$ cat config.mk
export PLATFORM = sky130hd
export DESIGN_NAME = hazard_ctrl
export DESIGN_NICKNAME = d
export VERILOG_FILES = /design/src/rtl/cpu_pkg.sv /design/src/rtl/hazard_ctrl_fwd_unit.sv /design/src/rtl/hazard_ctrl.sv
export SDC_FILE = /design/constraint.sdc
export NUM_CORES = 1
export LEC_CHECK = 0
export CAP_MARGIN = 25
export CORE_ASPECT_RATIO = 0.75
export CORE_MARGIN = 2
export CORE_UTILIZATION = 50
export CTS_BUF_LIST = sky130_fd_sc_hd__clkbuf_2
export CTS_CLUSTER_DIAMETER = 50
export CTS_CLUSTER_SIZE = 24
export DETAILED_ROUTE_END_ITERATION = 6
export GPL_TIMING_DRIVEN = 1
export MAX_ROUTING_LAYER = met4
export PLACE_DENSITY = 0.92
export SLEW_MARGIN = 20
export SYNTH_ARGS = -nofsm -noshare
export SYNTH_HDL_FRONTEND = slang
export SYNTH_HIERARCHICAL = 1
export SYNTH_SLANG_ARGS = --single-unit
$ cat constraint.sdc
create_clock -name clk -period 2 [get_ports clk]
set_input_delay 0.3 -clock clk [delete_from_list [all_inputs] [get_ports clk]]
set_output_delay 0.3 -clock clk [all_outputs]
set_load 0.03 [all_outputs]
$ cat src/rtl/cpu_pkg.sv
// Shared hazard-control types for the five-stage RV32 core: forwarding
// selects, hazard FSM states and the destination-register shadow entry.
package cpu_pkg;

  localparam int CPU_REG_AW   = 5;
  localparam int CPU_BR_FLUSH = 3;

  typedef enum logic [1:0] {
    FWD_RF      = 2'b00,
    FWD_EXE_MEM = 2'b01,
    FWD_MEM_WB  = 2'b10
  } fwd_sel_t;

  typedef enum logic [1:0] {
    HZ_RUN      = 2'b00,
    HZ_LU_STALL = 2'b01,
    HZ_MEM_WAIT = 2'b10
  } hz_state_t;

  // Destination-register state of one pipeline stage.
  typedef struct packed {
    logic                  valid;
    logic [CPU_REG_AW-1:0] rd;
    logic                  we;
    logic                  is_load;
    logic                  is_mem;
  } shadow_t;

  // Entry used for bubbles, flushed slots and reset.
  function automatic shadow_t shadow_bubble();
    shadow_t e;
    e = '0;
    return e;
  endfunction

  // True when the entry will write register rs (x0 never counts).
  function automatic logic is_producer(shadow_t e, logic [CPU_REG_AW-1:0] rs);
    return e.valid && e.we && (e.rd != {CPU_REG_AW{1'b0}}) && (e.rd == rs);
  endfunction

endpackage

$ cat src/rtl/hazard_ctrl_fwd_unit.sv
// Single-operand forwarding compare: picks the newest in-flight producer
// of the source register, EXE (becoming MEM) ahead of MEM (becoming WB).
module fwd_unit
  import cpu_pkg::*;
(
  input  logic                  i_valid,
  input  logic                  i_used,
  input  logic [CPU_REG_AW-1:0] i_rs,
  input  shadow_t               i_exe,
  input  shadow_t               i_mem,
  output fwd_sel_t              o_sel
);

  // Priority compare; invalid or unused sources read the register file.
  always_comb begin
    o_sel = FWD_RF;
    if (i_valid && i_used) begin
      if (is_producer(i_exe, i_rs)) begin
        o_sel = FWD_EXE_MEM;
      end else if (is_producer(i_mem, i_rs)) begin
        o_sel = FWD_MEM_WB;
      end else begin
        o_sel = FWD_RF;
      end
    end else begin
      o_sel = FWD_RF;
    end
  end

endmodule

$ cat src/rtl/hazard_ctrl.sv
// Pipeline hazard controller: shadow pipe of EXE/MEM/WB destinations,
// forwarding selects, load-use stall, taken-branch flush and memory freeze.
// Optional macro HAZARD_PERF_EN adds saturating stall/flush event counters.
module hazard_ctrl
  import cpu_pkg::*;
#(
  parameter int REG_AW   = CPU_REG_AW,
  parameter int BR_FLUSH = CPU_BR_FLUSH
) (
  input  logic                clk,
  input  logic                rst,
  input  logic                id_valid,
  input  logic [REG_AW-1:0]   id_rs1,
  input  logic [REG_AW-1:0]   id_rs2,
  input  logic                id_rs1_used,
  input  logic                id_rs2_used,
  input  logic [REG_AW-1:0]   id_rd,
  input  logic                id_rd_we,
  input  logic                id_is_load,
  input  logic                id_is_store,
  input  logic                mem_br_taken,
  input  logic                mem_ready,
  output logic                stall_if,
  output logic                stall_id,
  output logic                bubble_exe,
  output logic                freeze,
  output logic [BR_FLUSH-1:0] flush,
  output logic [1:0]          fwd_a_sel,
  output logic [1:0]          fwd_b_sel
`ifdef HAZARD_PERF_EN
  ,
  output logic [31:0]         perf_stall_cnt,
  output logic [31:0]         perf_flush_cnt
`endif
);

  shadow_t   r_exe;
  shadow_t   r_mem;
  shadow_t   r_wb;
  shadow_t   w_id_entry;
  hz_state_t r_state;
  hz_state_t w_state_nxt;
  fwd_sel_t  r_fwd_a;
  fwd_sel_t  r_fwd_b;
  fwd_sel_t  w_fwd_a;
  fwd_sel_t  w_fwd_b;
  logic      w_mem_wait;
  logic      w_branch;
  logic      w_lu_hit;
  logic      w_lu_stall;
  logic      w_wb_unused;

  // WB entry is kept for debug visibility only; nothing downstream reads it.
  assign w_wb_unused = ^r_wb;

  // The memory stage is busy: everything holds until the access completes.
  assign w_mem_wait = r_mem.valid && r_mem.is_mem && !mem_ready;
  // A taken branch is only acted on when the pipe is not frozen.
  assign w_branch   = mem_br_taken && !w_mem_wait;
  assign w_lu_hit   = id_valid && r_exe.valid && r_exe.is_load &&
                      (r_exe.rd != {CPU_REG_AW{1'b0}}) &&
                      ((id_rs1_used && (id_rs1 == r_exe.rd)) ||
                       (id_rs2_used && (id_rs2 == r_exe.rd)));
  // A squashed ID instruction never stalls; one bubble is enough per load.
  assign w_lu_stall = w_lu_hit && !w_branch && !w_mem_wait &&
                      (r_state != HZ_LU_STALL);

  // Pack the ID instruction into a shadow entry.
  always_comb begin
    w_id_entry         = shadow_bubble();
    w_id_entry.valid   = id_valid;
    w_id_entry.rd      = id_rd;
    w_id_entry.we      = id_rd_we;
    w_id_entry.is_load = id_is_load;
    w_id_entry.is_mem  = id_is_load | id_is_store;
  end

  fwd_unit u_fwd_a (
    .i_valid (id_valid),
    .i_used  (id_rs1_used),
    .i_rs    (id_rs1),
    .i_exe   (r_exe),
    .i_mem   (r_mem),
    .o_sel   (w_fwd_a)
  );

  fwd_unit u_fwd_b (
    .i_valid (id_valid),
    .i_used  (id_rs2_used),
    .i_rs    (id_rs2),
    .i_exe   (r_exe),
    .i_mem   (r_mem),
    .o_sel   (w_fwd_b)
  );

  // Shadow pipe and registered forwarding selects advance unless frozen.
  always_ff @(posedge clk or posedge rst) begin
    if (rst) begin
      r_exe   <= shadow_bubble();
      r_mem   <= shadow_bubble();
      r_wb    <= shadow_bubble();
      r_fwd_a <= FWD_RF;
      r_fwd_b <= FWD_RF;
    end else if (!w_mem_wait) begin
      r_wb <= r_mem;
      if (w_branch) begin
        r_mem   <= shadow_bubble();
        r_exe   <= shadow_bubble();
        r_fwd_a <= FWD_RF;
        r_fwd_b <= FWD_RF;
      end else if (w_lu_stall) begin
        r_mem   <= r_exe;
        r_exe   <= shadow_bubble();
        r_fwd_a <= FWD_RF;
        r_fwd_b <= FWD_RF;
      end else begin
        r_mem   <= r_exe;
        r_exe   <= w_id_entry;
        r_fwd_a <= w_fwd_a;
        r_fwd_b <= w_fwd_b;
      end
    end else begin
      r_exe   <= r_exe;
      r_mem   <= r_mem;
      r_wb    <= r_wb;
      r_fwd_a <= r_fwd_a;
      r_fwd_b <= r_fwd_b;
    end
  end

  // Hazard FSM state register.
  always_ff @(posedge clk or posedge rst) begin
    if (rst) begin
      r_state <= HZ_RUN;
    end else begin
      r_state <= w_state_nxt;
    end
  end

  // Hazard FSM next state; memory wait overrides every other transition.
  always_comb begin
    w_state_nxt = r_state;
    if (w_mem_wait) begin
      w_state_nxt = HZ_MEM_WAIT;
    end else begin
      case (r_state)
        HZ_RUN:      w_state_nxt = w_lu_stall ? HZ_LU_STALL : HZ_RUN;
        HZ_LU_STALL: w_state_nxt = HZ_RUN;
        HZ_MEM_WAIT: w_state_nxt = HZ_RUN;
        default:     w_state_nxt = HZ_RUN;
      endcase
    end
  end

  // Same-cycle pipeline control; forced quiet while reset is held.
  always_comb begin
    stall_if   = 1'b0;
    stall_id   = 1'b0;
    bubble_exe = 1'b0;
    freeze     = 1'b0;
    flush      = {BR_FLUSH{1'b0}};
    if (rst) begin
      flush = {BR_FLUSH{1'b0}};
    end else begin
      freeze     = w_mem_wait;
      stall_if   = w_mem_wait | w_lu_stall;
      stall_id   = w_mem_wait | w_lu_stall;
      bubble_exe = w_lu_stall;
      flush      = w_branch ? {BR_FLUSH{1'b1}} : {BR_FLUSH{1'b0}};
    end
  end

  assign fwd_a_sel = r_fwd_a;
  assign fwd_b_sel = r_fwd_b;

`ifdef HAZARD_PERF_EN
  logic [31:0] r_perf_stall;
  logic [31:0] r_perf_flush;

  // Saturating event counters for stall/freeze cycles and branch flushes.
  always_ff @(posedge clk or posedge rst) begin
    if (rst) begin
      r_perf_stall <= 32'd0;
      r_perf_flush <= 32'd0;
    end else begin
      if ((w_lu_stall || w_mem_wait) && (r_perf_stall != 32'hFFFF_FFFF)) begin
        r_perf_stall <= r_perf_stall + 32'd1;
      end
      if (w_branch && (r_perf_flush != 32'hFFFF_FFFF)) begin
        r_perf_flush <= r_perf_flush + 32'd1;
      end
    end
  end

  assign perf_stall_cnt = r_perf_stall;
  assign perf_flush_cnt = r_perf_flush;
`endif

endmodule

==> run_1/final_congestion.png <==
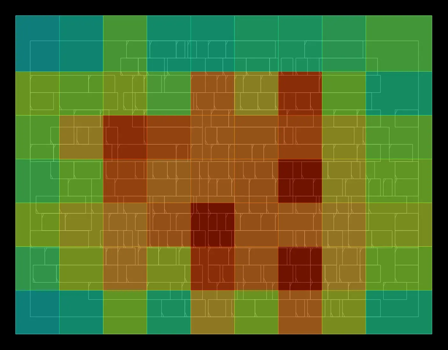
met2 usage: 43.6%
GRT busiest layer: met2
Tot GR Track Use: 26.5%
routed len/inst: 17.1 um
grt met3 use: 4.93%

==> run_1/met1.png <==
Supply wires on this layer in grey.
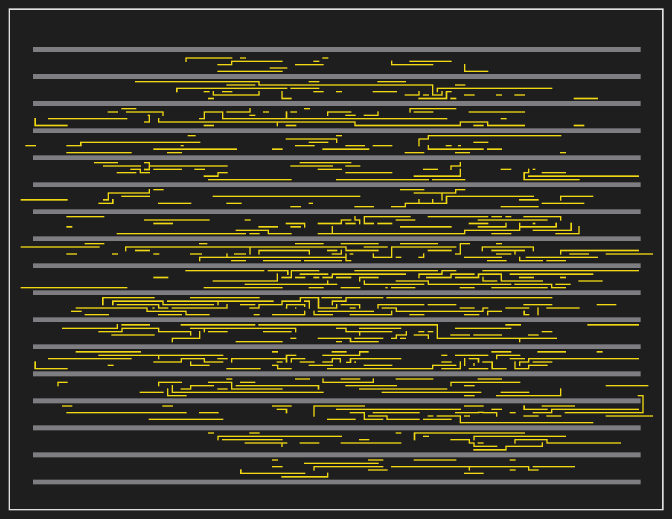
longest straight run	22.5 um
share of all routed wire	42%
wire length on this layer	1700 um
nets with wire on the layer	208

==> run_1/cell_classes.png <==
The bar under the picture is 20 um long. Fill, decap, tap and diode cells in grey.
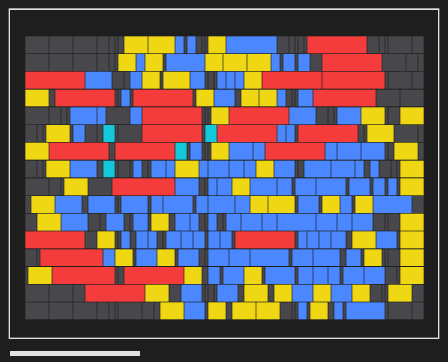
class	colour	cells	share of their area
flip-flops	red	23	29%
clock drivers and dummy loads	cyan	4	1.0%
all other logic	blue	117	43%
other buffers and delay cells	yellow	60	27%

==> run_1/density.png <==
7 x 5 tiles, from white (low) to dark blue (high), 0 to 100% covered.
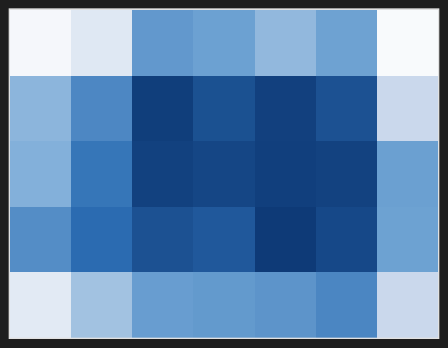
emptiest ninth of the die	top left
mean over tiles	61%
tiles over 75% full	37%
densest ninth of the die	middle
FP Util: 53.5%
core area: 2660 um2

==> impl_metrics.ini, run 1 <==
; synthesis and place-and-route metrics
[placement]
post-place-ws_ns = -0.174
gp_congestion = 0.947

[layout]
postLayoutCoreUtil_pct = 76.8
final_nets = 230
diodes = 0

[floorplan]
die_area_um2 = 3300

[synth]
synth_warnings = 6
syn_area_um2 = 1420

[detailed_routing]
drc = 0
via_per_inst = 5.82
num_vias = 1397

[critical_path]
path_cells = buf_4 -> xnor2_2 -> nand2_1 -> o22ai_2 -> nand3_2 -> a21oi_4 -> buf_6
end_kind = primary output
cp.required_ns = 1.70
critPathTopFamily = flip-flops
slowest_delay_ns = 0.50
slowest_stage = dfrtp_2

[power_and_ir_drop]
ir_drop_mv = 0.424
power.density_nw_per_um2 = 464

[sta]
relSlewSlack_pct = 40.7
hold_violations = 0
setup_ws_ns = -0.212
max_slew.worst_pin.slew_ns = 0.886
fmaxAchievable_ghz = 0.452
fin_worst_skew_ns = 0.00466
finalSetupViolations = 3

[global_routing]
antenna_found_initial = 0
grt_pass1_vias = 1378

[status]
outcome = finished with violations
failed_checks = setup timing

[clocking]
clkLatencyLatePin_ns = 0.31

[flow_run]
drv_cap = 0
-- run 1: cell type report --
| class | instances | area [um2] |
|---|---|---|
| Timing Repair Buffer | 60 | 536 |
| Inverter | 4 | 15.0 |
| Tap cell | 36 | 45.0 |
| Clock buffer | 4 | 20.0 |
| Sequential cell | 23 | 582 |
| Multi-Input combinational cell | 113 | 848 |
| Fill cell | 170 | 617 |
-- run 1: layout by cell type (no fill, tap or decap) --
master and instances:
clkdlybuf4s50_1 28, buf_4 28, dfrtp_1 18, nand2_1 17, xnor2_1 14, o21ai_0 9, xor2_1 8, a32o_2 7
nand2b_1 6, nor2_1 5, nand3_1 5, nor3_1 5, a32o_1 5, dfrtp_2 5, xnor2_2 4, clkbuf_2 4
buf_6 4, nor4_1 4, or4_4 3, inv_1 3, and3_1 3, nand4_1 2, or2_1 2, o21ai_1 2
a21oi_1 2, nor3b_2 2, or2_4 1, inv_2 1, o22ai_2 1, nor2_4 1, nor4_4 1, nand3_2 1
a21boi_2 1, a21oi_4 1, or2b_1 1
-- run 1: layer usage --
metal | GRT usage (%) | vias to the layer above | wire length (um)
met5 | - | - | 0
met4 | 3.82 | 0 | 40
met3 | 4.93 | 10 | 379
met2 | 43.6 | 92 | 1980
met1 | 35.1 | 656 | 1700
li1 | - | 639 | -
-- run 1: registers in the layout, indices dropped and copies added, names as in the netlist --
name	count
r_mem	8
r_state	2
fwd_a_sel	2
fwd_b_sel	2
r_exe	9
-- run 1: worst register-to-register path: stages, from the launching register on --
cell	delay [ns]
dfrtp_1	0.45
nand2_1	0.08
or2_4	0.12
inv_2	0.05
nor2_1	0.67
o21ai_0	0.26
a21boi_2	0.19
-- run 1: stage by stage --
step	area, um2	cells
after global placement	1910	229
after floorplan	1450	149
final	2050	240
after global routing	2050	240
after detailed placement	1910	229
after CTS	1990	238
-- run 1: power by group --
part	switching (W)	total [W]	internal [W]
sequential	0.0000272	0.000512	0.000485
combinational	0.000116	0.000259	0.000144
clock	0.000126	0.000179	0.0000530
total	0.000268	0.000950	0.000681
-- run 1: path summary, 6_finish.rpt --
kind / from / endpoint / depth (start not counted)
worst min-delay path: rst / r_mem[8] / 3
worst min register to register: r_state[1] / r_state[0] / 1
worst max register to register: r_mem[8] / r_exe[0] / 6
worst max-delay path: r_exe[4] / stall_if / 7
max in group asynchronous: rst / r_exe[7] / 3
min in group clk: r_state[1] / r_state[0] / 1
-- run 1: what timing repair did --
item | 4_1_cts | 5_1_grt
buffers inserted | 5 | 2
gates resized | 7 | 7
setup endpoints to repair | 3 | 3
endpoints found under the hold margin | 0 | 0
pin swaps | 5 | 8
==> run_1/port_nets.png <==
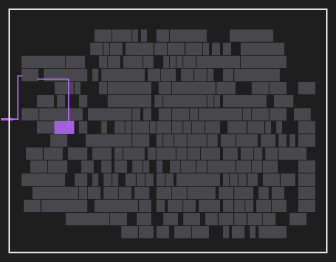

==> run 2: changes to the inputs <==
--- a/config.mk
+++ b/config.mk
@@ -9,7 +9,7 @@
 export CORE_ASPECT_RATIO = 0.75
 export CORE_MARGIN = 2
 export CORE_UTILIZATION = 50
-export CTS_BUF_LIST = sky130_fd_sc_hd__clkbuf_2
+export CTS_BUF_LIST = sky130_fd_sc_hd__clkbuf_2 sky130_fd_sc_hd__clkbuf_4 sky130_fd_sc_hd__clkbuf_8
 export CTS_CLUSTER_DIAMETER = 50
 export CTS_CLUSTER_SIZE = 24
 export DETAILED_ROUTE_END_ITERATION = 6
==> run_2/port_nets.png <==
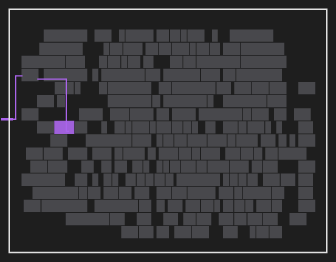
port	colour	bits	direction	edge	end cells	buffers	wire
id_rd_we	purple	1	input	left	1	1	28.4 um

==> run 2 against run 1 <==
Compared with the run above: the run still ends with setup timing left; worst setup slack improved by 0.089 ns; first-iteration DRC count fell by 7.2%; via count fell by 0.36%; die area did not move; clock power rose by 59%; highest routed layer unchanged.
==> impl_metrics.ini, run 2 <==
; synthesis and place-and-route metrics
[layout]
final_nets = 231
largest_reg_flops = 9
final_cell_mix = buf_4, clkdlybuf4s50_1, dfrtp_1
lay_top_count = buf_4
regMostFlops = r_exe
layout.cells.non_filler = 241
largest_registers = r_exe x9, r_mem x8
final_cell_area_um2 = 2070

[sta]
hold_violations = 0
relSlewSlack_pct = 62.9
fin_worst_skew_ns = 0.00173
finalSetupViolations = 3
setup_ws_ns = -0.123
fmaxAchievable_ghz = 0.471
max_slew.worst_pin.slew_ns = 0.555

[worst_hold_path]
min_path_cells = 1

[critical_path]
path_cells = buf_6 -> xnor2_2 -> nand4_1 -> o22ai_2 -> nand3_2 -> a21oi_4 -> buf_6
reg2reg_depth = 7
end_kind = primary output
slowest_stage = dfrtp_2
crit_end = stall_id
critPathTopFamily = flip-flops
path_depth = 7
slowest_delay_ns = 0.45
reg2reg_to = fwd_b_sel[0]

[detailed_routing]
drc = 0
via_per_inst = 5.78
routedWlPerCell_um = 17.5
num_vias = 1392

[clocking]
clkLatencyLatePin_ns = 0.25

[status]
failed_checks = setup timing
outcome = finished with violations

[global_routing]
antenna_found_initial = 0
met1_usage_pct = 37.8
grt_use_total_pct = 28.9
grt-busiest-layer = met2
grtUsageMet3_pct = 4.93
grt.met2_usage_pct = 48.0

[placement]
dpl.cell_count = 229
gp_congestion = 0.947
place_area_um2 = 1910

[synth]
synth_warnings = 6
syn_area_um2 = 1420

[floorplan]
die_area_um2 = 3300
coreArea_um2 = 2660
initCoreUtil_pct = 53.5
==> run_2/density.png <==
7 x 5 tiles, from white (low) to dark blue (high), 0 to 100% covered.
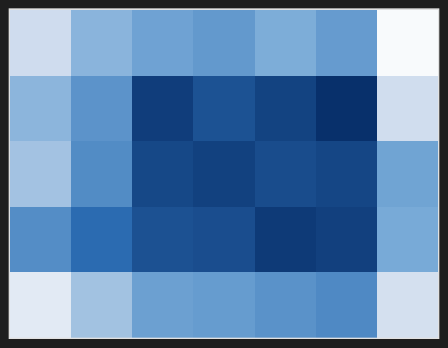
tiles over 75% full	37%
densest ninth of the die	middle
fullest tile	100%

## run 2: cell types whose count changed in the layout (fill, tap and decap cells not counted), moves of 3 or more
cell,delta
clkbuf_8,+3
clkbuf_2,-4
dlygate4sd2_1,+5
clkdlybuf4s50_1,-5
## run 2: what timing repair did
item	CTS	global route
gates resized	18	2
setup endpoints to repair	3	12
gates cloned	0	0
pin swaps	10	0
buffers inserted	9	0
hold endpoints to repair	0	0
## run 2: how the worst min path moves through the flow
stage | slack, ns | start | endpoint
floorplan | 0.31 | rst | fwd_a_sel[0]
global placement | 0.40 | r_state[1] | r_state[0]
detailed placement | 0.42 | r_state[1] | r_state[0]
CTS | 0.42 | r_state[1] | r_state[0]
global route | 0.48 | r_state[1] | r_state[0]
finish | 0.47 | r_state[1] | r_state[0]
## run 2: where the power goes
part,leakage (nW),internal [W],total (W),switching (W)
Clock,0.0262,0.000155,0.000285,0.000130
Combinational,0.582,0.000140,0.000255,0.000116
Sequential,0.300,0.000484,0.000511,0.0000266
Total,0.908,0.000779,0.00105,0.000272
## run 2: metal layers
metal	routed length [um]	vias to the layer above
li1	-	642
met1	1720	661
met2	2040	78
met3	380	11
met4	92	0
met5	0	-
## run 2: metrics by stage
stage               setup TNS, ns  utilization (%)  power (W)
global placement            -1.79             71.7   0.000734
detailed placement          -2.47             71.7   0.000744
finish                     -0.331             77.8    0.00105
floorplan                       0                -   0.000625
CTS                        -0.261             78.0    0.00105
global route               -0.558             77.8    0.00110
## run 2: cell type report
cell class | count | area, um2
multi-input cells | 113 | 845
fillers | 168 | 591
flip-flops and latches | 23 | 582
repair buffers | 61 | 537
clock buffers | 4 | 48.8
well taps | 36 | 45.0
inverters | 4 | 15.0
Power figures rest on the tool's default switching activity, not on a simulated workload.
